Figure 1. Metal 1 (run 1).
Scale bar: 20 um. Supply wires on this layer in gray.
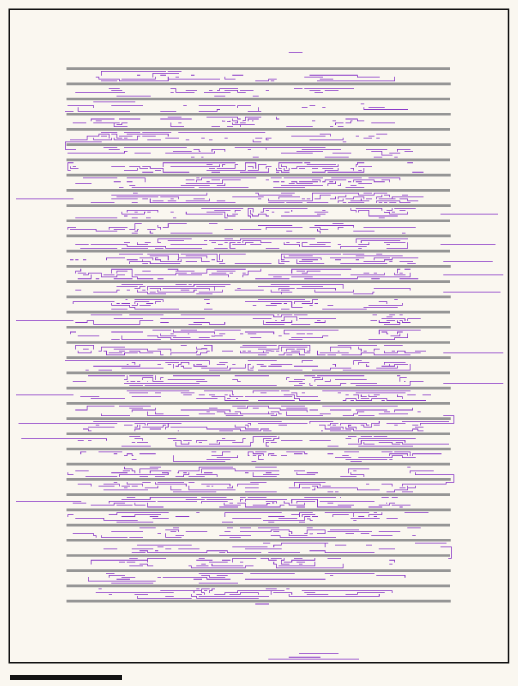
Figure 2. M2 wires (run 1).
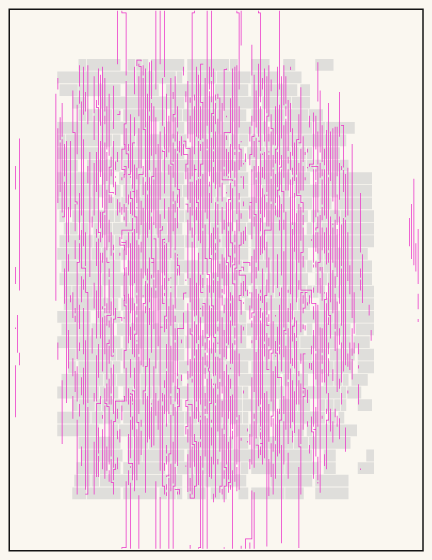
Figure 3. Met3 routing (run 1).
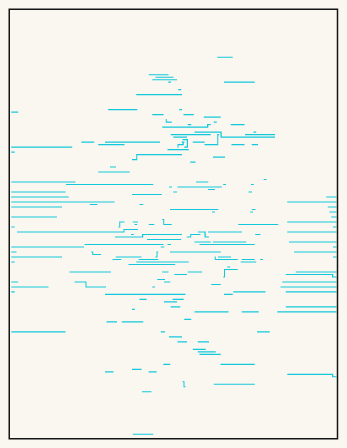
Figure 4. M4 wires (run 1).
Scale bar: 20 um. Supply wires on this layer in gray.
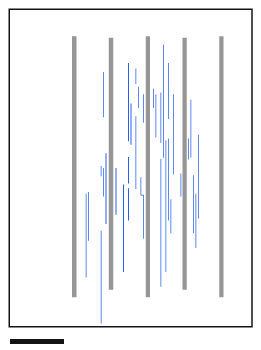
**src/rtl/prog_loader_pkg.sv**
```systemverilog
// Shared definitions for the instruction loader: default geometry and FSM state encodings.
package prog_loader_pkg;

    localparam int DEF_ADDR_W = 4;
    localparam int DEF_DEPTH  = 16;
    localparam int DEF_HALF_W = 16;

    typedef enum logic [2:0] {
        ST_IDLE = 3'd0,
        ST_HI   = 3'd1,
        ST_LO   = 3'd2,
        ST_WR   = 3'd3,
        ST_CHK  = 3'd4,
        ST_DONE = 3'd5
    } state_e;

endpackage

```
**src/rtl/prog_loader.sv**
```systemverilog
// Streams halfword pairs into the CPU instruction memory, checks an XOR checksum,
// then releases the CPU from reset.
module prog_loader
    import prog_loader_pkg::*;
#(
    parameter int ADDR_W = DEF_ADDR_W,
    parameter int DEPTH  = DEF_DEPTH,
    parameter int HALF_W = DEF_HALF_W
) (
    input  logic                clk,
    input  logic                sys_rst,
    input  logic                start,
    input  logic [ADDR_W:0]     num_words,
    input  logic [HALF_W-1:0]   in_data,
    input  logic                in_valid,
    output logic                in_ready,
    output logic                mem_we,
    output logic [ADDR_W-1:0]   mem_addr,
    output logic [2*HALF_W-1:0] mem_wdata,
    output logic                cpu_rst,
    output logic                busy,
    output logic                done,
    output logic                chk_err
);

    state_e              state_q,   state_d;
    logic [ADDR_W:0]     len_q,     len_d;
    logic [ADDR_W-1:0]   idx_q,     idx_d;
    logic [HALF_W-1:0]   hi_q,      hi_d;
    logic [HALF_W-1:0]   lo_q,      lo_d;
    logic [HALF_W-1:0]   chk_q,     chk_d;
    logic                chk_err_q, chk_err_d;
    logic                cpu_rst_q, cpu_rst_d;

    logic start_ok;
    logic xfer;
    logic last_word;

    assign start_ok  = start && (num_words != '0) &&
                       (num_words <= (ADDR_W+1)'(DEPTH));
    assign xfer      = in_valid && in_ready;
    // idx is compared zero-extended so len=DEPTH terminates at DEPTH-1 without wrapping.
    assign last_word = ({1'b0, idx_q} == (len_q - (ADDR_W+1)'(1)));

    always_ff @(posedge clk or negedge sys_rst) begin
        if (!sys_rst) begin
            state_q   <= ST_IDLE;
            len_q     <= '0;
            idx_q     <= '0;
            hi_q      <= '0;
            lo_q      <= '0;
            chk_q     <= '0;
            chk_err_q <= 1'b0;
            cpu_rst_q <= 1'b1;
        end else begin
            state_q   <= state_d;
            len_q     <= len_d;
            idx_q     <= idx_d;
            hi_q      <= hi_d;
            lo_q      <= lo_d;
            chk_q     <= chk_d;
            chk_err_q <= chk_err_d;
            cpu_rst_q <= cpu_rst_d;
        end
    end

    always_comb begin
        state_d   = state_q;
        len_d     = len_q;
        idx_d     = idx_q;
        hi_d      = hi_q;
        lo_d      = lo_q;
        chk_d     = chk_q;
        chk_err_d = chk_err_q;
        cpu_rst_d = cpu_rst_q;

        unique case (state_q)
            ST_IDLE: begin
                if (start_ok) begin
                    len_d     = num_words;
                    idx_d     = '0;
                    chk_d     = '0;
                    chk_err_d = 1'b0;
                    cpu_rst_d = 1'b1;
                    state_d   = ST_HI;
                end
            end
            ST_HI: begin
                if (xfer) begin
                    hi_d    = in_data;
                    chk_d   = chk_q ^ in_data;
                    state_d = ST_LO;
                end
            end
            ST_LO: begin
                if (xfer) begin
                    lo_d    = in_data;
                    chk_d   = chk_q ^ in_data;
                    state_d = ST_WR;
                end
            end
            ST_WR: begin
                if (last_word) begin
                    state_d = ST_CHK;
                end else begin
                    idx_d   = idx_q + ADDR_W'(1);
                    state_d = ST_HI;
                end
            end
            ST_CHK: begin
                if (xfer) begin
                    if (in_data == chk_q) begin
                        // CPU leaves reset in the same cycle done pulses.
                        cpu_rst_d = 1'b0;
                        state_d   = ST_DONE;
                    end else begin
                        chk_err_d = 1'b1;
                        state_d   = ST_IDLE;
                    end
                end
            end
            ST_DONE: begin
                state_d = ST_IDLE;
            end
            default: begin
                state_d = ST_IDLE;
            end
        endcase
    end

    assign in_ready  = (state_q == ST_HI) || (state_q == ST_LO) || (state_q == ST_CHK);
    assign mem_we    = (state_q == ST_WR);
    assign mem_addr  = idx_q;
    assign mem_wdata = {hi_q, lo_q};
    assign busy      = (state_q != ST_IDLE);
    assign done      = (state_q == ST_DONE);
    assign chk_err   = chk_err_q;
    assign cpu_rst   = cpu_rst_q;

endmodule

```
**config.mk**
```make
export PLATFORM = sky130hd
export DESIGN_NAME = prog_loader
export DESIGN_NICKNAME = d
export VERILOG_FILES = /design/src/rtl/prog_loader_pkg.sv /design/src/rtl/prog_loader.sv
export SDC_FILE = /design/constraint.sdc
export NUM_CORES = 1
export LEC_CHECK = 0
export ABC_AREA = 1
export CORE_ASPECT_RATIO = 1.4
export CORE_MARGIN = 10
export CORE_UTILIZATION = 45
export DETAILED_ROUTE_END_ITERATION = 6
export GPL_ROUTABILITY_DRIVEN = 0
export PLACE_DENSITY = 0.75
export SYNTH_ARGS = -nofsm -noshare
export SYNTH_HDL_FRONTEND = slang
export SYNTH_SLANG_ARGS = --single-unit
```
**constraint.sdc**
```tcl
create_clock -name clk -period 1.55 [get_ports clk]
set_clock_uncertainty 0.15 [all_clocks]
set_input_delay 0.31 -clock clk [delete_from_list [all_inputs] [get_ports clk]]
set_output_delay 0.31 -clock clk [all_outputs]
set_load 0.05 [all_outputs]
```
==> impl_metrics.tcl, run 1 <==
# metrics dict for downstream scripts
set metrics [dict create \
    grt_pass1_wl_um 17000 \
    xor_share 0.00585 \
    p_per_area_nw_per_um2 2470 \
    num-multi-input-gates 267 \
    gr-max-usage-layer "met2" \
    drive_above_1_share 0.483 \
    yosys-stat-cells 393 \
    nets 571 \
    seq_share 0.274 \
    drv_cap 0 \
    largest_area_cell "dfrtp_1" \
    min-delay-start "num_words[1]" \
    inverters 53 \
    crit_family "simple AND/OR/NAND/NOR gates" \
    numSynthFlops 62 \
    min-delay-path-class "in -> reg" \
    clockBufferDepth 2 \
    swShare 0.477 \
    start_kind "flip-flop" \
    num_vias 3615 \
    max-slew-margin-rel 0.698 \
    clkbuf_count 10 \
    worstRegToRegCells 7 \
    grt_overflow 0 \
    syn_area_um2 3000 \
    die_h_um 117 \
    clock_sinks 62 \
    nWellTaps 74 \
    timing.rr.start "state_q[2]" \
    antenna_found_initial 0 \
    cp_num_cells 5 \
    grt_pass1_vias 3520 \
    largestClassByArea "buffers" \
    crit_fanout 5 \
    drc_errors 0 \
    finalSetupTns_ns -14.77 \
    wl_um 13500 \
    slew_violations 0 \
    reg2reg_to "lo_q[14]" \
    dr.pass1.iters 5 \
    fp_nets 420 \
    cts_tree "done" \
    critPathArrivalTime_ns 1.45 \
    power_w 0.0140 \
    clock_area_frac 0.0365 \
    violations "setup timing" \
    routedWlPerCell_um 21.7 \
    path_buffers 1 \
    hold-path-cell-count 3 \
    critPathMaxStageDelay_ns 0.45 \
    grtUsageMet1 0.209 \
    wl_met2_um 7380 \
    fa_ha_area_frac 0.00835 \
    final_antenna_net_count 0 \
    cts_setup_buffers 10 \
    ios 67 \
    top_layer_used "met4" \
    htree_levels 3 \
    critical_path_class "reg -> out" \
    synth_cell_types 24 \
    grt_max_degree 28 \
    tool_warnings 29 \
    rrSetupSlack_ns -0.35 \
    ys_area_um2 3000 \
    comb_power_share 0.667 \
    fin_crit_sh 1.23 \
    cp_common_cell "nand2_2" \
    critPathRequiredTime_ns 1.09 \
    outcome "finished, violations left" \
    power.net_switching_w 0.00669 \
    tightest_slew_ns 0.454 \
    rsz0062_at_grt "yes" \
    avgSynthCellArea_um2 7.62 \
    yosysTopAreaCellShare 0.509 \
    area.sequential_um2 1560 \
    top_cell "nand2_1" \
    critPathSlowestCell "dfrtp_2" \
    critPathCaptureType "primary output" \
    chipArea_um2 10400 \
    syn_inst 393 \
    drt-met1-wl_um 4420 \
    ctsHoldBuffers 1 \
    logic_area_um2 1710 \
    grt_use_total 0.211 \
    hold_end "len_q[1]" \
    syn_to_final_growth_pct 89.9 \
    postLayoutCellArea_um2 5690 \
    startpoint "state_q[1]" \
    cts_buffers 9 \
    nNonClkBuffers 151 \
    synth_top_flop_cell "dfrtp_1" \
    aoi_share 0.102 \
    place_area_um2 4560 \
    dp_hpwl_um 6630 \
    diodes 0 \
    fmax_mhz 522 \
    synth-edff-count 0 \
    cts-root-buf "clkbuf_8" \
    ctsResizeCount 74 \
    core_area_um2 6530 \
    dp_slack_ns -0.463 \
    fp.dieW_um 89.0 \
    io_buffer_count 66 \
    p_leak_nw 2.77 \
    cp_cell_sequence "nand2_2 -> nand2_2 -> nor2_4 -> or2_4 -> buf_12" \
    yosysWarningCount 0 \
    ys_async_sr_fraction 1.00 \
    initCoreUtil 0.459 \
    ys_sh_simple 0.281 \
    rows 35 \
    ir_worst_vdd_uv 1620 \
    clock_power_share 0.110 \
    use_met2 0.392 \
    p_int_w 0.00734 \
    mux_area_frac 0 \
    yosys.stat.seqShare 0.518 \
    top_cells_by_area "dfrtp_1, nand2_1, o21ai_0" \
    clk_latency_ns 0.36 \
    top_logic_kind "simple AND/OR/NAND/NOR gates" \
    final_cell_mix "nand2_1, dfrtp_1, buf_4" \
    path_clk_slew_ns 0.09 \
    hold_viol_final 0 \
    setup_viol 66 \
    dp.cells 573 \
    nFillCells 266 \
    buf_share 0.337 \
    viasPerCell 5.80 \
    drt_iter0_markers 381 \
    top_cells_by_count "nand2_1, dfrtp_1, inv_1" \
    setup_ws_ns -0.364 \
    route.met3.wl_um 1030 \
    flop-count 62 \
    grt_use_met3 0.0593 \
    comb_area_frac 0.301 \
]
Notes on Figure 1 above:
share of all routed wire: 33%
nets with wire on the layer: 519
main direction: horizontal

Notes on Figure 2 above:
main direction: vertical
longest straight run: 56.4 um
nets with wire on the layer: 525
share of all routed wire: 55%
wire length on this layer: 7380 um

Notes on Figure 3 above:
main direction: horizontal
longest straight run: 29.0 um
nets with wire on the layer: 123
wire length on this layer: 1030 um

Notes on Figure 4 above:
nets with wire on the layer: 30
share of all routed wire: 5.2%
main direction: vertical

-- run 1: power by group through the flow --
stage | clock [W] | sequential (W) | combinational (W)
global placement | 0 | 0.00297 | 0.00649
detailed placement | 0 | 0.00301 | 0.00667
floorplan | 0 | 0.00420 | 0.00215
global route | 0.00159 | 0.00316 | 0.00976
finish | 0.00154 | 0.00313 | 0.00936
CTS | 0.00148 | 0.00301 | 0.00773
-- run 1: sequential cells by signal, summed over array words and instances, names as in the netlist --
name,count
lo_q,16
chk_err,1
len_q,5
cpu_rst,1
mem_addr,4
hi_q,16
state_q,3
chk_q,16
-- run 1: worst max-delay path by stage --
stage and end:
2_1_floorplan state_q[0], 3_3_place_gp chk_q[14], 3_5_place_dp chk_q[9], 4_1_cts in_ready, 5_1_grt lo_q[14], 6_report in_ready
==> run 1 -> run 2 <==
--- a/config.mk
+++ b/config.mk
@@ -9,6 +9,7 @@
 export CORE_ASPECT_RATIO = 1.4
 export CORE_MARGIN = 10
 export CORE_UTILIZATION = 45
+export CTS_BUF_LIST = sky130_fd_sc_hd__clkbuf_4 sky130_fd_sc_hd__clkbuf_8 sky130_fd_sc_hd__clkbuf_16
 export DETAILED_ROUTE_END_ITERATION = 6
 export GPL_ROUTABILITY_DRIVEN = 0
 export PLACE_DENSITY = 0.75
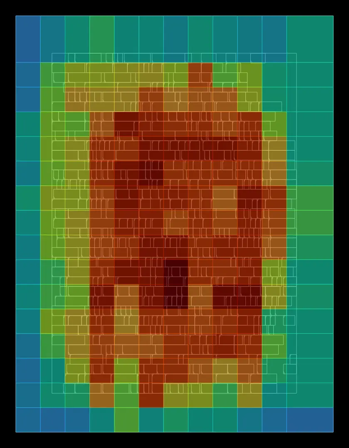
Figure 5: run 2, track usage over the die.
M2 GR Usage: 0.392
most used routing layer: met2

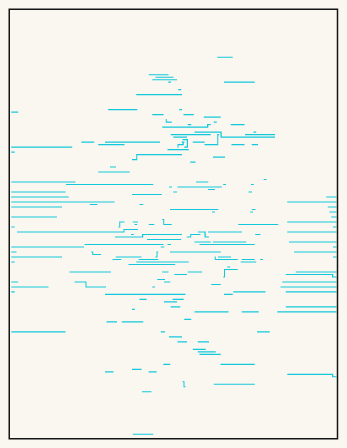
Figure 6: run 2, met3 routing.
share of all routed wire: 7.6%
nets with wire on the layer: 123
longest straight run: 29.0 um
DR vias: 3615
drt total wl: 13500 um

==> run 2 against run 1 <==
Compared with the run above: the flow still finishes with violations (setup timing); utilization did not move; non-clock buffer count stayed put; maximum frequency unchanged; hold slack did not move; highest routed layer unchanged; final cell count unchanged; largest cell class unchanged; worst setup slack stayed put; critical path depth did not move; critical endpoint unchanged; via count did not move.
==> impl_metrics.tcl, run 2 <==
# metrics dict for downstream scripts
set metrics [dict create \
    outcome "finished, violations left" \
    violations "setup timing" \
    place_area_um2 4560 \
    drive_above_1_share 0.483 \
    initCoreUtil 0.459 \
    final_cell_mix "nand2_1, dfrtp_1, buf_4" \
    critPathArrivalTime_ns 1.45 \
    critPathCaptureType "primary output" \
    buf_share 0.337 \
    critical_path_class "reg -> out" \
    logic_area_um2 1710 \
    diodes 0 \
    syn_area_um2 3000 \
    grt_use_total 0.211 \
    seq_share 0.274 \
    power.net_switching_w 0.00669 \
    numSynthFlops 62 \
    max-slew-margin-rel 0.698 \
    path_clk_slew_ns 0.09 \
    fp_nets 420 \
    largestClassByArea "buffers" \
    yosys-stat-cells 393 \
    cts_tree "done" \
    hold_viol_final 0 \
    reg2reg_to "lo_q[14]" \
    syn_inst 393 \
    ir_worst_vdd_uv 1620 \
    clock_area_frac 0.0365 \
    clock_power_share 0.110 \
    p_leak_nw 2.77 \
    cp_num_cells 5 \
    ctsHoldBuffers 1 \
    avgSynthCellArea_um2 7.62 \
    syn_to_final_growth_pct 89.9 \
    largest_area_cell "dfrtp_1" \
    ys_area_um2 3000 \
    top_layer_used "met4" \
    grt_overflow 0 \
    route.met3.wl_um 1030 \
    drv_cap 0 \
    dp.cells 573 \
    endpoint "in_ready" \
    nFillCells 266 \
    fin_crit_sh 1.23 \
    dp_hpwl_um 6630 \
    startpoint "state_q[1]" \
    comb_power_share 0.667 \
    critPathMaxStageDelay_ns 0.45 \
    p_int_w 0.00734 \
    io_buffer_count 66 \
    yosysWarningCount 0 \
    top_cells_by_area "dfrtp_1, nand2_1, o21ai_0" \
    area.sequential_um2 1560 \
    synth_cell_types 24 \
    cp_common_cell "nand2_2" \
    drt-met1-wl_um 4420 \
    viasPerCell 5.80 \
    power_w 0.0140 \
    setup_ws_ns -0.364 \
    p_per_area_nw_per_um2 2470 \
    dp_slack_ns -0.463 \
    core_area_um2 6530 \
    antenna_found_initial 0 \
    critPathRequiredTime_ns 1.09 \
    grt_pass1_vias 3520 \
    routedWlPerCell_um 21.7 \
    top_cells_by_count "nand2_1, dfrtp_1, inv_1" \
    min-delay-start "num_words[1]" \
    cts-root-buf "clkbuf_8" \
    wl_met2_um 7380 \
    dr.pass1.iters 5 \
    cp_cell_sequence "nand2_2 -> nand2_2 -> nor2_4 -> or2_4 -> buf_12" \
    htree_levels 3 \
    num-multi-input-gates 267 \
    lay_top_count "nand2_1" \
    grt_pass1_wl_um 17000 \
    ios 67 \
    worstRegToRegCells 7 \
    nets 571 \
    slew_violations 0 \
    min-delay-path-class "in -> reg" \
    ctsResizeCount 74 \
    comb_area_frac 0.301 \
    timing.rr.start "state_q[2]" \
    rrSetupSlack_ns -0.35 \
    tightest_slew_ns 0.454 \
    fp.dieW_um 89.0 \
    swShare 0.477 \
    fmax_mhz 522 \
    synth-edff-count 0 \
    inverters 53 \
    flop-count 62 \
    die_h_um 117 \
    finalSetupTns_ns -14.77 \
    tool_warnings 29 \
    clockBufferDepth 2 \
    setup_viol 66 \
    crit_fanout 5 \
    drc_errors 0 \
    hold_end "len_q[1]" \
    start_kind "flip-flop" \
    cts_buffers 9 \
    grtUsageMet1 0.209 \
    cts_setup_buffers 10 \
    path_buffers 1 \
    chipArea_um2 10400 \
    grt_max_degree 28 \
    rsz0062_at_grt "yes" \
    clk_latency_ns 0.36 \
    final_antenna_net_count 0 \
    grt_use_met3 0.0593 \
    crit_family "simple AND/OR/NAND/NOR gates" \
    hold-path-cell-count 3 \
    drt_iter0_markers 381 \
]
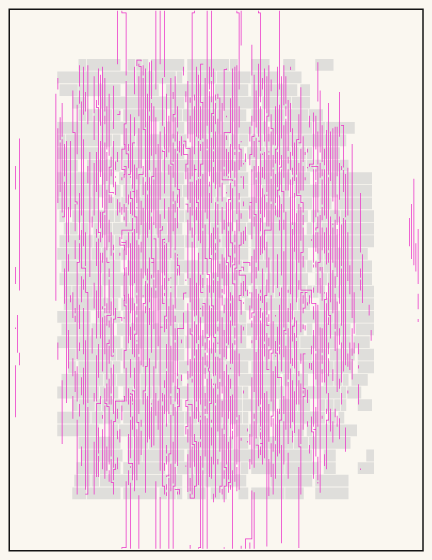
Figure 7: run 2, M2 wires.
longest straight run: 56.4 um
share of all routed wire: 55%
nets with wire on the layer: 525
wire length on this layer: 7380 um

==> run 2: cell counts after synthesis <==
Identical to the previous run, type by type.
==> run 2: cells by family after synthesis <==
family | share of synthesized area
buffers and inverters | 0.0848
AND-OR/OR-AND | 0.102
XOR/XNOR | 0.00585
adder cells (fa/ha/maj) | 0.00835
AND/OR/NAND/NOR | 0.281
flip-flops | 0.518
==> run 2: power groups by stage <==
stage               sequential [W]  combinational, W  clock [W]
floorplan                  0.00420           0.00215          0
finish                     0.00313           0.00936    0.00154
CTS                        0.00301           0.00773    0.00148
global route               0.00316           0.00976    0.00159
global placement           0.00297           0.00649          0
detailed placement         0.00301           0.00667          0
Power is estimated from default activity; no workload was simulated.
